## src/rtl/cpu_bus_sequencer_pkg.sv

```systemverilog
// cpu_bus_sequencer_pkg: addressing-mode codes, sequencer states and address-select codes
package cpu_bus_sequencer_pkg;
  localparam logic [4:0] ADR_INVAL     = 5'd0;
  localparam logic [4:0] ADR_IMPL      = 5'd1;
  localparam logic [4:0] ADR_ACCUM     = 5'd2;
  localparam logic [4:0] ADR_IMM       = 5'd3;
  localparam logic [4:0] ADR_ZPG       = 5'd4;
  localparam logic [4:0] ADR_ZPG_X_Y   = 5'd5;
  localparam logic [4:0] ADR_ABS       = 5'd6;
  localparam logic [4:0] ADR_ABS_X_Y   = 5'd7;
  localparam logic [4:0] ADR_ZPG_RMW   = 5'd8;
  localparam logic [4:0] ADR_ZPG_X_RMW = 5'd9;
  localparam logic [4:0] ADR_ABS_RMW   = 5'd10;
  localparam logic [4:0] ADR_ABS_X_RMW = 5'd11;
  localparam logic [4:0] ADR_REL       = 5'd12;
  localparam logic [4:0] ADR_JSR       = 5'd13;
  localparam logic [4:0] ADR_JMP       = 5'd14;
  localparam logic [4:0] ADR_IND       = 5'd15;
  localparam logic [4:0] ADR_STACK     = 5'd16;
  localparam logic [1:0] ASEL_PC  = 2'b00;
  localparam logic [1:0] ASEL_ZP  = 2'b01;
  localparam logic [1:0] ASEL_ABS = 2'b10;
  typedef enum logic [3:0] {
    SEQ_FETCH, SEQ_OPER, SEQ_ADDRH, SEQ_INDEX, SEQ_FIXUP, SEQ_ACCESS,
    SEQ_RMW_MOD, SEQ_RMW_WR, SEQ_BR_TAKE, SEQ_BR_FIX, SEQ_HALT
  } seq_e;
  function automatic logic is_zp(input logic [4:0] m);
    return m inside {ADR_ZPG, ADR_ZPG_X_Y, ADR_ZPG_RMW, ADR_ZPG_X_RMW};
  endfunction
  function automatic logic is_abs(input logic [4:0] m);
    return m inside {ADR_ABS, ADR_ABS_X_Y, ADR_ABS_RMW, ADR_ABS_X_RMW};
  endfunction
  function automatic logic is_rmw(input logic [4:0] m);
    return m inside {ADR_ZPG_RMW, ADR_ZPG_X_RMW, ADR_ABS_RMW, ADR_ABS_X_RMW};
  endfunction
endpackage

```

## src/rtl/cpu_bus_sequencer.sv

```systemverilog
// cpu_bus_sequencer: per-cycle bus sequencing of 6502 instructions for the non-stack addressing modes
module cpu_bus_sequencer
  import cpu_bus_sequencer_pkg::*;
#(
  parameter seq_e RESET_STATE = SEQ_FETCH
) (
  input  logic       clk,
  input  logic       rst,
  input  logic [4:0] adr_mode,
  input  logic       from_mem,
  input  logic       to_mem,
  input  logic       branch_taken,
  input  logic       page_cross,
  input  logic       ready,
  output logic       sync,
  output logic       ir_load,
  output logic       pc_inc,
  output logic       adl_load,
  output logic       adh_load,
  output logic       index_add,
  output logic       adh_fix,
  output logic       pc_rel,
  output logic       pch_fix,
  output logic [1:0] addr_sel,
  output logic       mem_rd,
  output logic       mem_we,
  output logic       wr_alu,
  output logic       exec,
  output logic       fault
);
  seq_e state_q, state_d;
  logic carry_q, carry_d, go, stb, simple, mem_op, valid, rmw, zp, abs_x, ld, bit_cls;
  assign simple  = adr_mode inside {ADR_IMPL, ADR_ACCUM, ADR_IMM};
  assign mem_op  = is_zp(adr_mode) | is_abs(adr_mode);
  assign valid   = simple | mem_op | (adr_mode == ADR_REL);
  assign rmw     = is_rmw(adr_mode);
  assign zp      = is_zp(adr_mode);
  assign abs_x   = adr_mode inside {ADR_ABS_X_Y, ADR_ABS_X_RMW};
  assign ld      = from_mem & ~to_mem;
  assign bit_cls = ~from_mem & ~to_mem;
  always_ff @(posedge clk) begin
    if (rst) begin
      state_q <= RESET_STATE;
      carry_q <= 1'b0;
    end else begin
      state_q <= state_d;
      carry_q <= carry_d;
    end
  end
  // A stalled read cycle (go=0) holds both the state and the registered carry.
  always_comb begin
    state_d = state_q;
    carry_d = carry_q;
    if (go) begin
      case (state_q)
        SEQ_FETCH:   state_d = SEQ_OPER;
        SEQ_OPER:    state_d = simple ? SEQ_FETCH
                             : adr_mode == ADR_REL ? (branch_taken ? SEQ_BR_TAKE : SEQ_FETCH)
                             : adr_mode inside {ADR_ZPG, ADR_ZPG_RMW} ? SEQ_ACCESS
                             : zp ? SEQ_INDEX
                             : is_abs(adr_mode) ? SEQ_ADDRH : SEQ_HALT;
        SEQ_ADDRH: begin
          state_d = (adr_mode == ADR_ABS_X_RMW || (adr_mode == ADR_ABS_X_Y && (page_cross || to_mem)))
                    ? SEQ_FIXUP : SEQ_ACCESS;
          carry_d = page_cross;
        end
        SEQ_INDEX:   state_d = SEQ_ACCESS;
        SEQ_FIXUP:   state_d = SEQ_ACCESS;
        SEQ_ACCESS:  state_d = rmw ? SEQ_RMW_MOD : SEQ_FETCH;
        SEQ_RMW_MOD: state_d = SEQ_RMW_WR;
        SEQ_RMW_WR:  state_d = SEQ_FETCH;
        SEQ_BR_TAKE: state_d = page_cross ? SEQ_BR_FIX : SEQ_FETCH;
        SEQ_BR_FIX:  state_d = SEQ_FETCH;
        default:     state_d = SEQ_HALT;
      endcase
    end
  end
  always_comb begin
    mem_rd    = ~rst & ((state_q inside {SEQ_FETCH, SEQ_ADDRH, SEQ_INDEX, SEQ_FIXUP, SEQ_BR_TAKE, SEQ_BR_FIX})
                | (state_q == SEQ_OPER & valid) | (state_q == SEQ_ACCESS & (rmw | ld | bit_cls)));
    go        = ready | ~mem_rd;
    stb       = ~rst & go;
    mem_we    = ~rst & ((state_q == SEQ_ACCESS & ~rmw & to_mem) | (state_q inside {SEQ_RMW_MOD, SEQ_RMW_WR}));
    wr_alu    = ~rst & (state_q == SEQ_RMW_WR);
    sync      = ~rst & (state_q == SEQ_FETCH);
    ir_load   = stb & (state_q == SEQ_FETCH);
    pc_inc    = stb & ((state_q inside {SEQ_FETCH, SEQ_ADDRH})
                | (state_q == SEQ_OPER & valid & ~(adr_mode inside {ADR_IMPL, ADR_ACCUM})));
    adl_load  = stb & (state_q == SEQ_OPER) & mem_op;
    adh_load  = stb & (state_q == SEQ_ADDRH);
    index_add = stb & ((state_q == SEQ_ADDRH & abs_x) | state_q == SEQ_INDEX);
    adh_fix   = stb & (state_q == SEQ_FIXUP) & carry_q;
    pc_rel    = stb & (state_q == SEQ_BR_TAKE);
    pch_fix   = stb & (state_q == SEQ_BR_FIX);
    exec      = stb & ((state_q == SEQ_OPER & simple) | (state_q == SEQ_ACCESS & ~rmw) | state_q == SEQ_RMW_MOD);
    addr_sel  = rst ? ASEL_PC
              : state_q == SEQ_INDEX ? ASEL_ZP
              : state_q == SEQ_FIXUP ? ASEL_ABS
              : state_q inside {SEQ_ACCESS, SEQ_RMW_MOD, SEQ_RMW_WR} ? (zp ? ASEL_ZP : ASEL_ABS)
              : ASEL_PC;
    fault     = state_q == SEQ_HALT;
  end
endmodule

```

## config.mk

```make
export PLATFORM = sky130hd
export DESIGN_NAME = cpu_bus_sequencer
export DESIGN_NICKNAME = d
export VERILOG_FILES = /design/src/rtl/cpu_bus_sequencer_pkg.sv /design/src/rtl/cpu_bus_sequencer.sv
export SDC_FILE = /design/constraint.sdc
export NUM_CORES = 1
export LEC_CHECK = 0
export ABC_AREA = 1
export CAP_MARGIN = 20
export CORE_MARGIN = 2
export CORE_UTILIZATION = 43
export DETAILED_ROUTE_END_ITERATION = 10
export GPL_TIMING_DRIVEN = 0
export PLACE_DENSITY = 0.84
export SLEW_MARGIN = 20
export SYNTH_ARGS = -nofsm -noshare
export SYNTH_HDL_FRONTEND = slang
export SYNTH_SLANG_ARGS = --single-unit
```

## constraint.sdc

```tcl
create_clock -name clk -period 3 [get_ports clk]
set_input_delay 0.9 -clock clk [delete_from_list [all_inputs] [get_ports clk]]
set_output_delay 0.9 -clock clk [all_outputs]
set_load 0.02 [all_outputs]
```

==> flow_metrics.env, run 1 <==
# yosys + openroad results
export IMPL_status="finished, final reports clean"
export IMPL_synth_top_area_share_pct=15.6
export IMPL_final_layout_size_suffix_gt1_share_pct=39.4
export IMPL_clk_pin_slew_ns=0.06
export IMPL_path_cells="buf_6, nor2_4, nand2_2, nand2_2, nand2_2, nand2_2, nor2_4, nand2_2, nand3_4, buf_6, nand4_1, inv_1, buf_6"
export IMPL_rsz0062_at_grt="yes"
export IMPL_hp_class="flop to flop"
export IMPL_max_slew_margin_pct=76.7
export IMPL_synthCells=133
export IMPL_grt_max_degree=11
export IMPL_power_frac_seq_pct=14.7
export IMPL_crit_family="simple AND/OR/NAND/NOR gates"
export IMPL_cts_resized_gates=77
export IMPL_ys_types=24
export IMPL_clock_skew_ns=0.0138
export IMPL_topCellsByArea="nand2_1 (16%), dfxtp_1 (14%), inv_1 (12%)"
export IMPL_clk_share_pct=2.03
export IMPL_cts_made_buffers=3
export IMPL_n_all_buffers=53
export IMPL_crit_path_start_kind="primary input"
export IMPL_critPathMaxFanout=5
export IMPL_nNetsFinal=201
export IMPL_numClockSinks=5
export IMPL_leakagePower_nw=0.693
export IMPL_overflow=0
export IMPL_peakVddDrop_v=0.000484
export IMPL_tap_cells=16
export IMPL_stdcell_area_sq_um=1290
export IMPL_fmax_mhz=337
export IMPL_clk_power_w=0.0000882
export IMPL_postCtsSetupRepairBufs=20
export IMPL_switching_power_w=0.000532
export IMPL_avgSynthCellArea_sq_um=5.42
export IMPL_p_seq_w=0.000134
export IMPL_hold_buffers=0
export IMPL_dp_hpwl_microns=1690
export IMPL_dominant_cells="logic gates"
export IMPL_comb_cells=100
export IMPL_tightest_slew_ns=0.348
export IMPL_critical_path_arrival_ns=2.07
export IMPL_edf_count=0
export IMPL_sh_seq_area_pct=7.75
export IMPL_drt_antenna_violating_nets=0
export IMPL_clockBufferDepth=2
export IMPL_yosys_area_sq_um=721
export IMPL_cpMostUsedCell="nand2_2"
export IMPL_seq_cell_count=5
export IMPL_ys_seq_share_pct=13.9
export IMPL_grt_first_pass_wirelength_microns=4520
export IMPL_final_max_slew_viol_count=0
export IMPL_yosysTopAreaCell="nand2_1"
export IMPL_maxPowerGroup="combinational cells"
export IMPL_finalCritPeriodShare_pct=98.9
export IMPL_setup_viol=0
export IMPL_setup_ws_ns=0.0319
export IMPL_cp_end_kind="output port"
export IMPL_yosysWarnings=0
export IMPL_slowest_stage="buf_6"
export IMPL_critPathMaxStageDelay_ns=0.15
export IMPL_insertion_delay_ns=0.27
export IMPL_grt_pass1_vias=1032
export IMPL_finalSetupTns_ns=0
export IMPL_maxCapViolations=0
export IMPL_die_w_microns=44.9
export IMPL_dieHeight_microns=44.9
export IMPL_p_clk_share_pct=9.7
export IMPL_n_clock_buffer=4
export IMPL_wl_per_cell_microns=16.5
export IMPL_p_comb_w=0.000691
==> run 1: placed cells by master, fill, tap and decap left out, drive strengths merged <==
master | Yosys | layout
nand3 | 14 | 14
nand2 | 32 | 32
o21ai | 5 | 5
dlymetal6s2s | 0 | 1
dfxtp | 5 | 5
clkdlybuf4s50 | 0 | 4
nand3b | 1 | 1
or2 | 1 | 1
clkinv | 1 | 1
nand4 | 9 | 9
inv | 25 | 25
buf | 2 | 41
a211oi | 1 | 1
a31oi | 1 | 1
nor2 | 23 | 23
dlygate4sd2 | 0 | 6
clkdlybuf4s15 | 0 | 1
nor3 | 8 | 8
a21oi | 4 | 4
clkbuf | 0 | 4
a221oi | 1 | 1
==> run 1: cells by family (layout without fill, tap and decap cells) <==
kind of cell           Yosys count  in the layout  synth area share [%]
AND/OR/NAND/NOR                 88             88                  60.1
buffers and inverters           28             83                  16.7
flip-flops                       5              5                  13.9
AND-OR/OR-AND                   12             12                  9.38
==> run 1: path summary, 6_finish.rpt <==
| kind | from | endpoint | slack (ns) | depth (start not counted) |
|---|---|---|---|---|
| max reg2reg | state_q[3] | state_q[1] | 1.03 | 13 |
| max | adr_mode[2] | adh_fix | 0.03 | 13 |
| min | carry_q | carry_q | 0.50 | 2 |
| min reg2reg | carry_q | carry_q | 0.50 | 2 |
==> run 1: cells in the mapped netlist (all sizes together) (2+ instances only) <==
library cell,n
buf,2
nand2,32
nand4,9
nor2,23
a21oi,4
o21ai,5
nor3,8
nand3,14
dfxtp,5
inv,25
==> run 1: layer usage <==
layer	up-vias	track usage [%]	routed length, microns
met2	98	52.0	1640
li1	547	-	-
met1	541	35.6	1220
met3	25	6.00	308
met5	-	0	0
met4	0	18.2	189
==> run 1: state kept, by name, summed over array words and instances (netlist names) <==
name	cells
state_q	4
carry_q	1
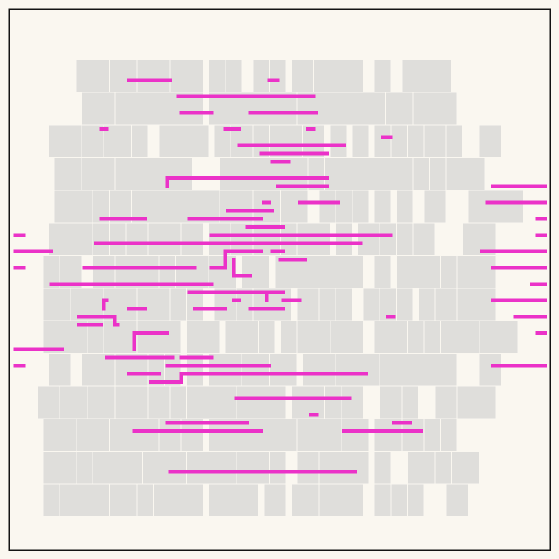
Figure 1: run 1, M3 wires.
(12 px per micron) Cells faint in the background.
longest straight run	22.1 microns
share of all routed wire	9.2%
main direction	horizontal
nets with wire on the layer	51

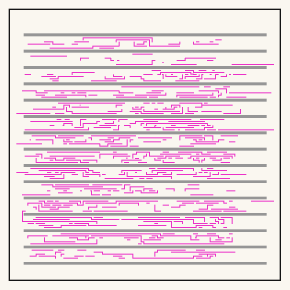
Figure 2: run 1, met1 routing.
(6 px per micron) Supply wires on this layer in grey.
share of all routed wire	36%
nets with wire on the layer	176
main direction	horizontal
wire length on this layer	1220 microns
longest straight run	16.6 microns
vias post-DR: 1211
Routed Wire Length: 3360 microns
met1 usage: 35.6%

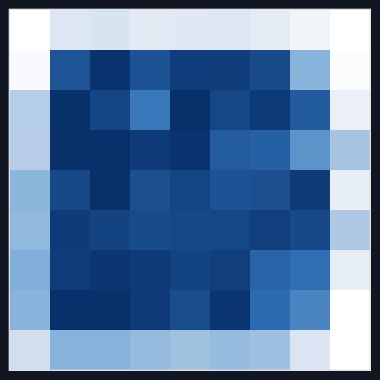
Figure 3: run 1, cell density map.
(8 px per micron) The die is cut into 9 by 9 equal tiles; white is low, dark blue is high, 0 to 100% covered.
fullest tile	100%
nearly empty tiles	6.2%
densest ninth of the die	middle
tiles over 75% full	56%
mean over tiles	63%
core area: 1540 sq um
floorplan utilization: 46.8%
post-layout util: 83.8%

## Run 2: what changed since run 1
- REMOVE_ABC_BUFFERS: not set -> 1
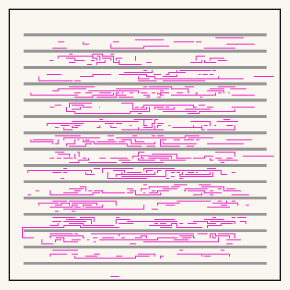
Figure 4: run 2, met1 routing.
(6 px per micron) Supply wires on this layer in grey.
share of all routed wire	41%
wire length on this layer	1020 microns
longest straight run	17.0 microns
main direction	horizontal
vias post-DR: 1074
Routed Wire Length: 2500 microns
met1 usage: 31.1%

==> flow_metrics.env, run 2 <==
# yosys + openroad results
export IMPL_grt_first_pass_wirelength_microns=3680
export IMPL_ys_types=24
export IMPL_ys_sh_simple_pct=60.1
export IMPL_crit_path_start_kind="primary input"
export IMPL_critPathMaxStageDelay_ns=0.15
export IMPL_status="finished, final reports clean"
export IMPL_fa_ha_area_share_pct=0
export IMPL_tightest_slew_ns=0.307
export IMPL_hp_class="flop to flop"
export IMPL_final_layout_size_suffix_gt1_share_pct=37.2
export IMPL_regMostFlops="state_q"
export IMPL_common_cells="nand2_1 (30), inv_1 (23), nor2_1 (20)"
export IMPL_ys_seq_share_pct=13.9
export IMPL_setup_viol=0
export IMPL_topCellsByArea="nand2_1 (16%), dfxtp_1 (14%), inv_1 (12%)"
export IMPL_r2r_slack_ns=1.16
export IMPL_crit_family="simple AND/OR/NAND/NOR gates"
export IMPL_rr_worst_depth=12
export IMPL_avgSynthCellArea_sq_um=5.42
export IMPL_mostFrequentLayoutCells="nand2_1 (23), buf_4 (22), inv_1 (19), nor2_1 (17), nand3_1 (10)"
export IMPL_top_regs="state_q (4), carry_q (1)"
export IMPL_synth_top_area_share_pct=15.6
export IMPL_yosysTopAreaCell="nand2_1"
export IMPL_final_common_cell="nand2_1"
export IMPL_aoi_share_pct=9.38
export IMPL_fp_util_pct=46.8
export IMPL_numClockSinks=5
export IMPL_dieHeight_microns=44.9
export IMPL_cp_end_kind="output port"
export IMPL_rsz0062_at_grt="yes"
export IMPL_coreArea_sq_um=1540
export IMPL_leakagePower_nw=0.657
export IMPL_crit_path_start="adr_mode[4]"
export IMPL_dp_hpwl_microns=1730
export IMPL_edf_count=0
export IMPL_largest_reg_flops=4
export IMPL_top_logic_kind="simple AND/OR/NAND/NOR gates"
export IMPL_maxCapViolations=0
export IMPL_reg2reg_to="carry_q"
## run 2: cell counts after synthesis
No cell type changed its count.
## run 2: cell type report
class | count | area share, %
Clock buffer | 4 | 2.15
Inverter | 26 | 9.01
Multi-Input combinational cell | 100 | 49.0
Sequential cell | 5 | 8.19
Tap cell | 16 | 1.64
Timing Repair Buffer | 45 | 30.0
## run 2: stage by stage
stage | power (W) | util [%]
after floorplan | 0.000509 | -
final | 0.000858 | 79.3
after detailed placement | 0.000684 | 63.5
after global routing | 0.000920 | 79.3
after global placement | 0.000676 | 63.5
after CTS | 0.000787 | 69.9
## run 2: logic make-up after synthesis
family | after synthesis
flops | 5
compound gates | 12
simple gates | 88
buf+inv | 28
## run 2: per-layer routing
metal  up-vias  share of wire [%]  GRT usage [%]  routed length, microns
met5         -                  0              0                       0
met4         0                1.2           4.71                      29
met3         4                7.0           4.00                     174
met1       487                 41           31.1                    1020
met2        48                 51           41.4                    1280
li1        535                  -              -                       -
## run 2: repair_timing
action	CTS	global route
buffers inserted	12	7
gates resized	80	36
hold buffers	0	0
pin swaps	8	10
gates cloned	0	0
setup endpoints to repair	15	13
endpoints found under the hold margin	0	0
## run 2: power by group
group,internal (W),switching [W]
Clock,0.0000502,0.0000266
Sequential,0.0000937,0.0000360
Combinational,0.000242,0.000410
## run 2: worst min path at each step
stage / cells past startpoint / to
finish: 2 / carry_q
global route: 2 / carry_q
CTS: 2 / carry_q
detailed placement: 2 / carry_q
global placement: 2 / carry_q
floorplan: 2 / carry_q
## run 2: worst register-to-register path: stages, from the launching register on
cell and delay [ns]:
dfxtp_1 0.41, nand2_1 0.14, nor2_1 0.21, nand2_1 0.09, nand2_1 0.08, nor2_2 0.04, nand2_2 0.09, nand3_4 0.13
buf_6 0.15, buf_4 0.12, buf_4 0.11, a21oi_1 0.11, nor2_1 0.04
Power figures rest on the tool's default switching activity, not on a simulated workload.
